### Clock network drawn from the DEF

Scale: 3 px per µm.
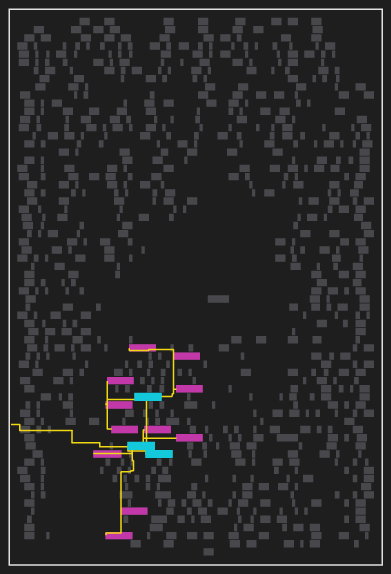
### Clock wiring as the flow saved it

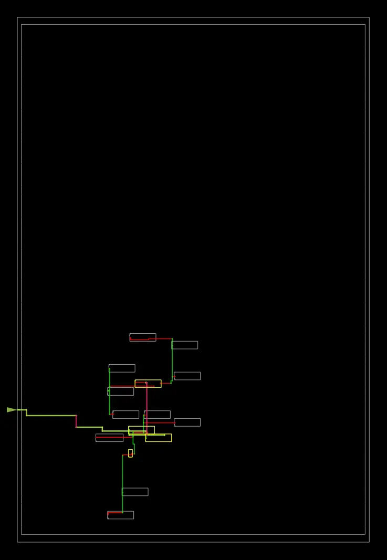
Design mem_bus_arbiter_flat, sky130hd; sources not shown.
==> results.py <==
# Physical implementation metrics
metrics = {
    "yosys": {
        "synth.net_count": 617,
        "ys_sh_xor_pct": 0.787,
        "area_leaders": "nand2_1 26%, a21oi_1 25%, dfrtp_1 11%, inv_1 6.2%, nor2_1 5.7%",
        "syn-mean-instance-area_um2": 5.12,
        "syn_inst": 435,
        "yosys.area_share.simple_pct": 36.3,
        "ys_seq_share_pct": 12.4,
        "yosysChipArea_um2": 2230,
        "synth_area_um2": 2230,
        "top_area_cell": "nand2_1",
        "adder_share_pct": 3.93,
        "ys_cells": 435,
        "yosysWarnings": 0,
        "ys.flops": 11,
        "top_area_share_pct": 26.3,
        "logic_family": "simple AND/OR/NAND/NOR gates",
        "muxShareOfSynthArea_pct": 0,
        "synth.distinct_cells": 26,
        "aoi_share_pct": 31.9,
    },
    "routing": {
        "wl_met1_um": 5560,
        "vias": 4039,
        "drt_iter0_markers": 82,
        "top_layer": "met4",
        "wl_met3_um": 1630,
        "drc": 0,
        "viasPerCell": 4.05,
        "routed_wl_um": 17300,
        "wl_met2_um": 9800,
        "drtPass1Iterations": 4,
        "routedWlPerCell_um": 17.3,
        "ant_nets": 0,
    },
    "grt": {
        "first_global_vias": 4416,
        "use_met1_pct": 13.0,
        "grt_first_pass_wirelength_um": 24600,
        "overflow": 0,
        "use_met2_pct": 29.4,
        "grt_antenna_before_repair": 2,
        "grtUsageTotal_pct": 14.1,
        "grt_max_degree": 59,
        "grt-busiest-layer": "met2",
        "met3_usage_pct": 4.18,
    },
    "clock_tree": {
        "cts_root_buf": "clkbuf_16",
        "cts_tree": "yes",
        "clk_pin_slew_ns": 0.04,
        "postCtsSetupBuffers": 0,
        "cts_buffer_depth": 2,
        "htree_levels": 1,
        "cts_resized": 0,
        "holdBufCountCts": 0,
    },
    "timing": {
        "fmax_ghz": 0.259,
        "rsz0062_at_grt": "no",
        "period_needed_ns": 3.86,
        "worst_slew_pin_slew_ns": 0.607,
        "maxSlewHeadroom_pct": 59.5,
        "setup_tns_ns": 0,
        "drv_slew": 0,
        "finalCritPeriodShare_pct": 88.8,
        "setup_violations": 0,
        "hold_viol_final": 0,
    },
    "floorplanning": {
        "die_x_um": 124,
        "row_count": 66,
        "core-area_um2": 21700,
        "io_pins": 314,
        "dieHeight_um": 185,
        "dieArea_um2": 22900,
        "fp_util_pct": 10.2,
    },
    "setup_path": {
        "reg2reg_depth": 10,
        "r2r_slack_ns": 2.10,
        "critPathLaunchType": "input pin",
        "cp_data_required_time_ns": 3.48,
        "critPathArrivalTime_ns": 2.99,
        "crit_type": "in -> out",
        "critPathCaptureType": "primary output",
        "crit_fanout": 45,
    },
    "hold_path": {
        "hp-class": "reg -> reg",
        "hold_depth": 2,
    },
    "power_and_ir_drop": {
        "power.density_nw_per_um2": 401,
        "power_mw": 2.29,
        "peakVddDrop_mv": 0.233,
        "p_leak_nw": 2.10,
    },
    "finish": {
        "design_area_um2": 5700,
        "nets": 907,
        "largest_reg_flops": 7,
        "drive_above_1_share_pct": 4.42,
        "final_util_pct": 26.2,
        "syn2layout_area_growth_pct": 156,
    },
    "status": {
        "status": "finished clean",
    },
    "run": {
        "drv_cap": 0,
        "tool_warnings": 31,
    },
    "place": {
        "portBuffers": 313,
        "placed_cell_area_um2": 5610,
        "hpwlAfterDp_um": 14500,
        "gp_congestion": 0.770,
    },
}
## Picture notes: 'Clock network drawn from the DEF'
[yellow] clock wires | length: 236 µm
[cyan] cells driving clock nets | count: 3
[magenta] flip-flops | count: 11
routed clock nets: 4
clk_skew: 0.000502 ns
clock share of power: 7.5%
Clk. pwr: 0.171 mW
Worst-Skew Late Latency: 0.24 ns

## Picture notes: 'Clock wiring as the flow saved it'
Num CTS Buffers: 3
clock sinks: 11
registers: 11
CLK BUF: 4

[power by group]
part           switching, mW  total (mW)  internal (mW)
Sequential            0.0242       0.152          0.128
Combinational           1.06        1.96          0.902
Clock                 0.0474       0.171          0.123
Total                   1.13        2.29           1.15
[stage by stage]
step | std cells | setup slack, ns | hold slack, ns
final | 998 | 0.486 | 0.512
after global routing | 998 | 0.346 | 0.524
after detailed placement | 992 | 0.468 | 0.507
after global placement | 992 | 0.515 | 0.494
after floorplan | 435 | 1.73 | 0.482
after CTS | 996 | 0.454 | 0.514
[worst max-delay path, cell delays in order]
cell and delay (ns):
clkdlybuf4s50_1 0.53, o21ai_1 0.10, nand2_2 0.10, nand3_2 0.08, nor2_2 0.18, inv_2 0.16, buf_12 0.22, a21oi_1 0.17
clkdlybuf4s50_1 0.56
[cell usage after synthesis, drive strengths merged]
cell,count
nand2,157
a21oi,122
inv,40
nor2,35
buf,19
clkbuf,17
dfrtp,10
nand3,8
o21ai,8
ha,7
nor3,5
a22o,2
xor2,2
dfstp,1
nand4,1
or2,1
[cell type report]
class,count,area [µm²]
Antenna cell,2,5.00
Clock buffer,4,78.8
Fill cell,2595,16000
Inverter,40,150
Multi-Input combinational cell,348,1630
Sequential cell,11,277
Tap cell,272,340
Timing Repair Buffer,321,3220
[cells in the final DEF, fill, tap and decap left out, types with 3 or more instances in the layout]
| cell type | count |
|---|---|
| a21oi_1 | 112 |
| a21oi_2 | 10 |
| buf_4 | 6 |
| clkbuf_16 | 3 |
| clkdlybuf4s50_1 | 313 |
| dfrtp_1 | 10 |
| ha_1 | 5 |
| inv_1 | 37 |
| inv_2 | 3 |
| nand2_1 | 156 |
| nand3_1 | 7 |
| nor2_1 | 34 |
| nor3_1 | 5 |
| o21ai_0 | 4 |
| o21ai_1 | 3 |
No activity file was given, so power comes from the tool's default toggle rates.
